==> src/rtl/button_conditioner.sv <==
// Two-channel push-button front end: 2-flop synchronizer, debouncer and
// rising-edge pulse, with auto-repeat on the next-segment channel.
//
// state     | meaning
// ST_IDLE   | no next-segment press being tracked
// ST_DELAY  | pressed; waiting REPEAT_DELAY cycles for the first repeat
// ST_REPEAT | held; emitting a repeat pulse every REPEAT_PERIOD cycles
module button_conditioner #(
   parameter int unsigned DEBOUNCE_CYCLES = 500000,
   parameter int unsigned REPEAT_DELAY    = 25000000,
   parameter int unsigned REPEAT_PERIOD   = 5000000
) (
   input  logic clk,
   input  logic sync_nreset,
   input  logic btn_next_segment_raw,
   input  logic btn_mode_raw,
   input  logic repeat_en,
   output logic btn_next_segment_re,
   output logic btn_mode_re,
   output logic btn_next_segment_level,
   output logic btn_mode_level
);

   localparam int unsigned DB_W   = $clog2(DEBOUNCE_CYCLES);
   localparam int unsigned RP_MAX = (REPEAT_DELAY > REPEAT_PERIOD) ? REPEAT_DELAY : REPEAT_PERIOD;
   localparam int unsigned RP_W   = $clog2(RP_MAX);

   localparam logic [DB_W-1:0] DB_TC     = DB_W'(DEBOUNCE_CYCLES - 1);
   localparam logic [RP_W-1:0] DELAY_TC  = RP_W'(REPEAT_DELAY - 1);
   localparam logic [RP_W-1:0] PERIOD_TC = RP_W'(REPEAT_PERIOD - 1);

   typedef enum logic [1:0] {
      ST_IDLE   = 2'd0,
      ST_DELAY  = 2'd1,
      ST_REPEAT = 2'd2
   } state_t;

   // bit 0 = next-segment channel, bit 1 = mode channel
   logic [1:0]      raw;
   logic [1:0]      s1_q, s1_d;
   logic [1:0]      s2_q, s2_d;
   logic [1:0]      stable_q, stable_d;
   logic [1:0]      re_q, re_d;
   logic [1:0]      press;
   logic [DB_W-1:0] db_cnt_q [2];
   logic [DB_W-1:0] db_cnt_d [2];
   state_t          state_q, state_d;
   logic [RP_W-1:0] rep_cnt_q, rep_cnt_d;
   logic            rep_pulse;

   assign raw = {btn_mode_raw, btn_next_segment_raw};

   always_comb begin
      s1_d     = raw;
      s2_d     = s1_q;
      stable_d = stable_q;
      for (int i = 0; i < 2; i++) begin
         db_cnt_d[i] = '0;
         if (s2_q[i] != stable_q[i]) begin
            if (db_cnt_q[i] == DB_TC) begin
               stable_d[i] = s2_q[i];
            end else begin
               db_cnt_d[i] = db_cnt_q[i] + 1'b1;
            end
         end
      end
      press = stable_d & ~stable_q;
   end

   // A released button (stable low) always wins over the repeat timer.
   always_comb begin
      state_d   = state_q;
      rep_cnt_d = rep_cnt_q;
      rep_pulse = 1'b0;
      case (state_q)
         ST_IDLE: begin
            rep_cnt_d = '0;
            if (press[0]) begin
               state_d = ST_DELAY;
            end
         end
         ST_DELAY: begin
            if (!stable_q[0]) begin
               state_d   = ST_IDLE;
               rep_cnt_d = '0;
            end else if (!repeat_en) begin
               rep_cnt_d = '0;
            end else if (rep_cnt_q == DELAY_TC) begin
               rep_pulse = 1'b1;
               rep_cnt_d = '0;
               state_d   = ST_REPEAT;
            end else begin
               rep_cnt_d = rep_cnt_q + 1'b1;
            end
         end
         ST_REPEAT: begin
            if (!stable_q[0]) begin
               state_d   = ST_IDLE;
               rep_cnt_d = '0;
            end else if (!repeat_en) begin
               rep_cnt_d = '0;
            end else if (rep_cnt_q == PERIOD_TC) begin
               rep_pulse = 1'b1;
               rep_cnt_d = '0;
            end else begin
               rep_cnt_d = rep_cnt_q + 1'b1;
            end
         end
         default: begin
            state_d   = ST_IDLE;
            rep_cnt_d = '0;
         end
      endcase
      re_d = {press[1], press[0] | rep_pulse};
   end

   always_ff @(posedge clk) begin
      if (!sync_nreset) begin
         s1_q        <= '0;
         s2_q        <= '0;
         stable_q    <= '0;
         re_q        <= '0;
         db_cnt_q[0] <= '0;
         db_cnt_q[1] <= '0;
         state_q     <= ST_IDLE;
         rep_cnt_q   <= '0;
      end else begin
         s1_q        <= s1_d;
         s2_q        <= s2_d;
         stable_q    <= stable_d;
         re_q        <= re_d;
         db_cnt_q[0] <= db_cnt_d[0];
         db_cnt_q[1] <= db_cnt_d[1];
         state_q     <= state_d;
         rep_cnt_q   <= rep_cnt_d;
      end
   end

   assign btn_next_segment_re    = re_q[0];
   assign btn_mode_re            = re_q[1];
   assign btn_next_segment_level = stable_q[0];
   assign btn_mode_level         = stable_q[1];

endmodule

==> config.mk <==
export PLATFORM = sky130hd
export DESIGN_NAME = button_conditioner
export DESIGN_NICKNAME = d
export VERILOG_FILES = /design/src/rtl/button_conditioner.sv
export SDC_FILE = /design/constraint.sdc
export NUM_CORES = 1
export LEC_CHECK = 0
export CORE_ASPECT_RATIO = 1.25
export CORE_MARGIN = 2
export CORE_UTILIZATION = 25
export DETAILED_ROUTE_END_ITERATION = 6
export PLACE_DENSITY = 0.41
export SYNTH_ARGS = -nofsm -noshare
export SYNTH_HDL_FRONTEND = slang
export SYNTH_SLANG_ARGS = --single-unit
==> constraint.sdc <==
create_clock -name clk -period 2 [get_ports clk]
set_input_delay 0.4 -clock clk [delete_from_list [all_inputs] [get_ports clk]]
set_output_delay 0.4 -clock clk [all_outputs]
set_load 0.01 [all_outputs]
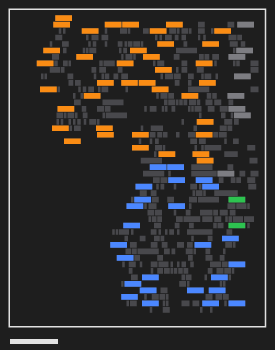
**Above:** run 1 (where the registers sit).
Bar = 20 microns. Other sequential cells in the stronger gray, the rest of the logic in the fainter gray.
Orange is db_cnt_q, sequential cells 38. Blue is rep_cnt_q, sequential cells 25. Green is state_q, sequential cells 2.
Another 8 sequential cells are not colored.
seq pwr: 0.00147 W
sequential cell area: 0.00146 sq mm
Seq/total area: 35.4%
Final Util: 31.6%

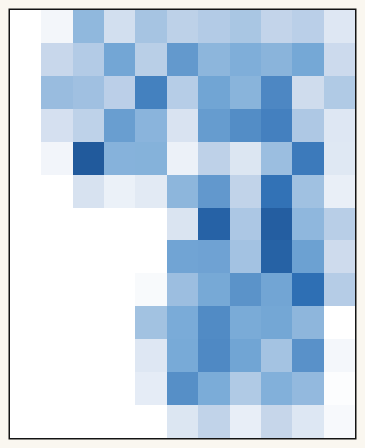
**Above:** run 1 (placement density heat map).
11 x 13 tiles, from white (low) to dark blue (high), 0 to 100% covered.
2.8% of the tiles are over 75% full. 28% of the tiles are nearly empty. The densest ninth of the die: east.
core area: 0.0131 sq mm
Pre-Place Util: 25.3%

==> CHANGELOG.md, run 1 <==
### Changed

* Post-CTS sizing at 0
* Initial DRC Count at between 60 and 70
* Area fraction in mux cells at less than 1%
* Yosys warning total at 0
* CTS tree: built
* Area of the mapped netlist at roughly 0.0033 sq mm
* Crit end category: flop
* Yosys adder share at 2.27%
* DP Cell Count at 565
* Top logic family: simple AND/OR/NAND/NOR gates
* CTS Buf Count at 9
* Critical path class: flop to flop
* Largest net degree at the start of global routing at 26
* HP Class: flop to flop
* Vias post-DR at 2561
* P_leak at 1.33 nW
* Top cell area share at 44.2%
* Final period utilization at 95.6%
* Top-Level Pins at 9
* Worst Setup SP: rep_cnt_q[13]
* Initial antenna violation count at 0
* Clk_lat worst skew at 0.33 ns
* Max Fclk at 523 MHz
* Router iterations before antenna repair at 4
* Syn Nets at approximately 380
* Yosys simple share at 30.6%
* Crit path DRT at approximately 2.2 ns
* Vias/cell at about 4.4
* R2r worst-path depth at 5
* Die area at around 0.014 sq mm
* CP endpoint: rep_cnt_q[5]
* CTS H-tree depth at 3
* Final Hold Violating Endpoints at 0
* Least-Margin Pin Slew at 0.366 ns
* Met2 usage at 17.9%
* Clock Skew at 0.0125 ns
* FFs w/ async S/R, synth at 0%
* Gr usage total at about a tenth
* Hold path startpoint: s1_q[0]
* Status: complete, no violations
* GR met1 Demand/Resource at 12.7%
* Yosys top cell by area: dfxtp_1
* Post-DP HPWL at around 5 mm
* Synthesis area per yosys at 0.00331 sq mm
* Number of synthesized flops with an enable pin at 0
* Clock buffer depth at 2
* Worst hold stages at 1
* Synth Register Bits at 73
* Sequential share of the synthesized area at around 44%
* GRT busiest layer: met2
* # DRC at 0
* CTS root buffer: clkbuf_16
* FF-to-FF setup slack at roughly 0.089 ns
* Synth area leaders: dfxtp_1 44%, nor2_1 9.3%, xor2_1 7.9%
* Primary FF master, synth: dfxtp_1
* Startpoint Class: flop
* Avg Cell Area, Syn at 8.96 sq um
* Smallest hold slack at between 0.4 and 0.5 ns
* Ao+oa area frac at between 3 and 4%
* Die X at 107 microns
* Period minus WS final at roughly 1.9 ns
* Die Height at 133 microns
* Grt total ovfl at 0
* Cell variety after synth at 44
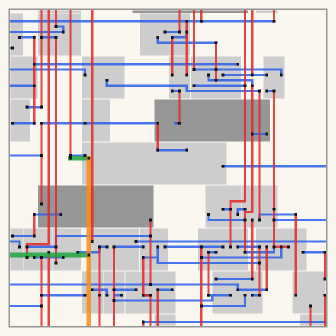
**Above:** run 1 (zoomed window).
Window x 70 to 90, y 89 to 109 microns. Cells in gray, sequential cells in the stronger gray; small squares are vias.
Blue is met1. Orange is met4. Green is met3. Red is met2.
27 logic cells have their middle in the window. Sequential cells in the window: 2. Most frequent: nor2_1 (4), xor2_1 (3). Netlist names of flops here include db_cnt_q (2).

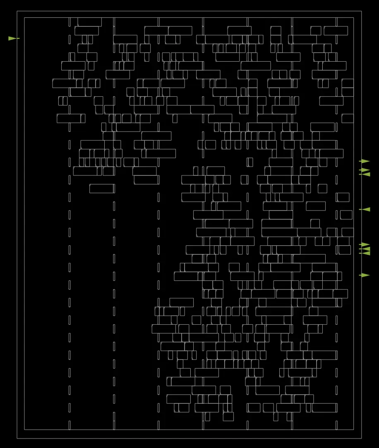
**Above:** run 1 (placement view).
flop count: 73
final std cells w/o fill: 584
Fillers: 1411

-- run 1: area by class of cell --
type                            instances  area (sq um)
Sequential cell                        73          1460
Tap cell                              171           214
Fill cell                            1411          8930
Clock buffer                           10           239
Multi-Input combinational cell        277          1770
Timing Repair Buffer                   34           300
Clock inverter                          6          88.8
Inverter                               13          48.8
-- run 1: power breakdown --
group          leakage, nW  internal, W  switching (W)
Clock                0.155      0.00113       0.000624
Sequential           0.589      0.00146     0.00000451
Combinational        0.583    0.0000286      0.0000332
Total                 1.33      0.00262       0.000662
-- run 1: sequential cells by signal (all words and copies together) (netlist names) --
signal / cells
s1_q: 2
stable_q: 2
rep_cnt_q: 25
state_q: 2
db_cnt_q: 38
s2_q: 2
re_q: 2
-- run 1: per-layer routing --
metal | vias to the layer above | routed length [microns]
met2 | 17 | 3650
li1 | 1334 | -
met1 | 1202 | 3250
met5 | - | 0
met3 | 8 | 164
met4 | 0 | 124
-- run 1: critical path, cell delays in order (launching register included) --
cell and delay (ns):
dfxtp_1 0.37, or4b_4 0.57, o41ai_4 0.45, a21o_2 0.21, buf_12 0.14, nor2_1 0.05
-- run 1: metrics by stage --
stage	worst slack, ns	area (sq um)	setup TNS, ns	power (W)
6_report	0.0886	4120	0	0.00328
5_1_grt	-0.00319	4120	-0.00319	0.00341
4_1_cts	0.0206	4070	0	0.00334
3_5_place_dp	0.0556	3740	0	0.00156
3_3_place_gp	0.104	3740	0	0.00156
2_1_floorplan	0.230	3310	0	0.00153
-- run 1: Yosys cell counts (4+ instances only) --
cell	n
nor2_1	82
dfxtp_1	73
xor2_1	30
xnor2_1	29
nand2_1	20
nand3_1	20
nand4_1	19
inv_1	13
nor3_1	8
and3_1	7
and2_1	6
ha_1	6
nor4b_1	5
and4_1	4
nor4_1	4
==> run 1 -> run 2 <==
ABC_CLOCK_PERIOD_IN_PS = 2000   (was default)
PLACE_DENSITY = 0.5   (was 0.41)
SKIP_CTS_REPAIR_TIMING = 1   (was default)
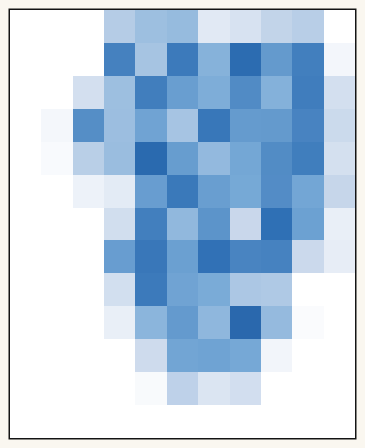
**Above:** run 2 (placement density heat map).
11 x 13 tiles, from white (low) to dark blue (high), 0 to 100% covered.
36% of the tiles are nearly empty. The fullest tile reaches 77%. The mean over all tiles is 27%. The emptiest ninth of the die: south-west. The densest ninth of the die: center. 2.1% of the tiles are over 75% full.
Final Util: 31.4%

==> CHANGELOG.md, run 2 <==
### Changed

* CTS tree: built (unchanged)
* HP Class: flop to flop (unchanged)
* Final setup vio count at 0 (unchanged)
* Avg Cell Area, Syn at 8.96 sq um (unchanged)
* Smallest hold slack at 0.431 ns (was 0.439 ns)
* Number of synthesized flops with an enable pin at 0 (unchanged)
* Area Overhead vs Synth at 23.9% (was 24.7%)
* Die area at 0.0142 sq mm (unchanged)
* Sinks on Clock Net at 73 (unchanged)
* Top cell area share at 44.2% (unchanged)
* Router iterations before antenna repair at 4 (unchanged)
* # diodes at 0 (unchanged)
* CTS H-tree depth at 3 (unchanged)
* Share of cells above drive strength 1 at 14.5% (was 14.3%)
* Slowest library cell on the worst path: nor4b_1 (was or4b_4)
* Final ANT Viol Nets at 0 (unchanged)
* Critical path class: flop to flop (unchanged)
* Setup ws final at 0.0247 ns (was 0.0886 ns)
* Top cells by count: 82 x nor2_1, 73 x dfxtp_1, 30 x xor2_1 (unchanged)
* Worst path arrival time at 2.20 ns (was 2.13 ns)
* Vias/cell at 4.45 (was 4.39)
* DR WL/cell at 11.8 microns (was 12.3 microns)
* Buf/Inv on CP at 3 (was 1)
* Vias post-DR at 2574 (was 2561)
* Clock buffer depth at 2 (unchanged)
* CTS Buf Count at 9 (unchanged)
* PD cells at 754 mW/mm^2 (was 795 mW/mm^2)
* IR Drop Worst-Case VDD at 0.364 mV (was 0.437 mV)
* Final Routed Wirelength at 6.81 mm (was 7.19 mm)
* Worst slack, placed at -0.0479 ns (was 0.0556 ns)
* Most common logic cells in the final layout: 82 x nor2_1, 72 x dfxtp_1, 30 x xor2_1 (was 82 x nor2_1, 73 x dfxtp_1, 30 x xor2_1)
* Syn Nets at 380 (unchanged)
* Core Rows at 47 (unchanged)
* Cells along the critical path: nor4b_1 > buf_4 > nand4_1 > buf_4 > o41ai_4 > buf_4 > a21o_4 > nor2_1 (was or4b_4 > o41ai_4 > a21o_2 > buf_12 > nor2_1)
* Slew margin rel. at 60.5% (was 75.6%)
* Number of flip-flops under the largest register name at 38 (unchanged)
* FFs w/ async S/R, synth at 0% (unchanged)
* Top flop regs: db_cnt_q: 38 flops, rep_cnt_q: 25 flops (unchanged)
* Least-Margin Pin Slew at 0.587 ns (was 0.366 ns)
* Reg with most FFs: db_cnt_q (unchanged)
* Cell mode on critical path: buf_4
* Sequential cell area at 0.00146 sq mm (about the same)
* Clk_lat worst skew at 0.34 ns (was 0.33 ns)
* Final Hold Violating Endpoints at 0 (unchanged)
* Grt total ovfl at 0 (unchanged)
* Power, Total at 0.00309 W (was 0.00328 W)
* Status: complete, no violations (unchanged)
* IO buf count at 8 (unchanged)
* Synthesis area per yosys at 0.00331 sq mm (unchanged)
* Most used logic cell in the final layout: nor2_1 (unchanged)
* Max Fclk at 506 MHz (was 523 MHz)
* Final setup TNS at 0 ns (unchanged)
* Startpoint Class: flop (unchanged)
* Ys cells at 369 (unchanged)
* Placer Congestion at 0.797 (was 0.730)
* CTS root buffer: clkbuf_16 (unchanged)
* Initial DRC Count at 84 (was 62)
* Final period utilization at 98.8% (was 95.6%)
* Synth area leaders: dfxtp_1 44%, nor2_1 9.3%, xor2_1 7.9% (unchanged)
* CP max stage delay at 0.35 ns (was 0.57 ns)
* Fillers at 1375 (was 1411)
* Gr usage total at 9.81% (was 10.7%)
* Sequential share of the synthesized area at 44.2% (unchanged)
* Period minus WS final at 1.98 ns (was 1.91 ns)
* Top Family by Delay on Critical Path: buffers and inverters (was AND-OR/OR-AND gates)
* Die Height at 133 microns (unchanged)
* P_leak at 1.29 nW (was 1.33 nW)
* Clk slew on worst S/H paths at 0.06 ns (about the same)
* Area taken by multi-input logic gates at 0.00184 sq mm (was 0.00177 sq mm)
* Yosys top cell by area: dfxtp_1 (unchanged)
* Primary FF master, synth: dfxtp_1 (unchanged)
* Crit end category: flop (unchanged)
* Yosys warning total at 0 (unchanged)
* Top-Level Pins at 9 (unchanged)
* Die X at 107 microns (unchanged)
* Yosys top cell by instances: nor2_1 (unchanged)
* Max FO, Critical Path at 12 (unchanged)
* Crit path DRT at 2.22 ns (about the same)
* Cell variety after synth at 44 (unchanged)
* Core area at 0.0131 sq mm (unchanged)
* Area of the mapped netlist at 0.00331 sq mm (unchanged)
* Pre-Place Util at 25.3% (unchanged)
* Final-report max-slew violation count at 0 (unchanged)
* Synth Register Bits at 73 (unchanged)
* # DRC at 0 (unchanged)
* Largest net degree at the start of global routing at 26 (unchanged)
* Post-DP HPWL at 4.60 mm (was 5.03 mm)
* Initial antenna violation count at 0 (unchanged)
* Count of tool warnings at 28 (unchanged)
* Clock Skew at 0.00828 ns (was 0.0125 ns)
## run 2: power breakdown
| group | switching [W] | internal (W) | leakage, nW |
|---|---|---|---|
| clock network | 0.000599 | 0.000958 | 0.142 |
| logic | 0.0000360 | 0.0000294 | 0.555 |
| registers | 0.00000471 | 0.00146 | 0.589 |
| total | 0.000640 | 0.00245 | 1.29 |
## run 2: per-layer routing
layer | global-route usage, % | up-vias | share of wire, %
met3 | 3.25 | 14 | 3.1
met5 | 0 | - | 0
met4 | 5.34 | 0 | 2.6
met1 | 11.5 | 1199 | 46
li1 | - | 1332 | -
met2 | 15.7 | 29 | 49
## run 2: final cells by class
cell class / count / area share, %
tap: 171 / 5.22
inverter: 13 / 1.19
clock inverter: 5 / 1.40
sequential: 73 / 35.7
clock buffer: 10 / 5.59
multi-input combinational: 278 / 44.8
timing repair buffer: 29 / 6.11
## run 2: through the flow
stage | std cells | area (sq um)
after CTS | 575 | 3990
after detailed placement | 560 | 3700
after floorplan | 369 | 3310
after global routing | 579 | 4100
final | 579 | 4100
after global placement | 560 | 3700
## run 2: logic make-up after synthesis
kind of cell    after synthesis  share of synthesized area [%]
compound gates               11                           3.25
fa+ha+maj                     6                           2.27
buf+inv                      20                           3.14
mux                           3                          0.908
simple gates                197                           30.6
xor+xnor                     59                           15.6
flops                        73                           44.2
## run 2: path summary, 6_finish.rpt
| kind | startpoint | endpoint | slack, ns | cells past startpoint |
|---|---|---|---|---|
| worst min-delay path | s1_q[1] | s2_q[1] | 0.43 | 1 |
| worst max-delay path | rep_cnt_q[6] | rep_cnt_q[2] | 0.02 | 8 |
| worst max register to register | rep_cnt_q[6] | rep_cnt_q[2] | 0.02 | 8 |
| worst min register to register | s1_q[1] | s2_q[1] | 0.43 | 1 |
Power figures rest on the tool's default switching activity, not on a simulated workload.
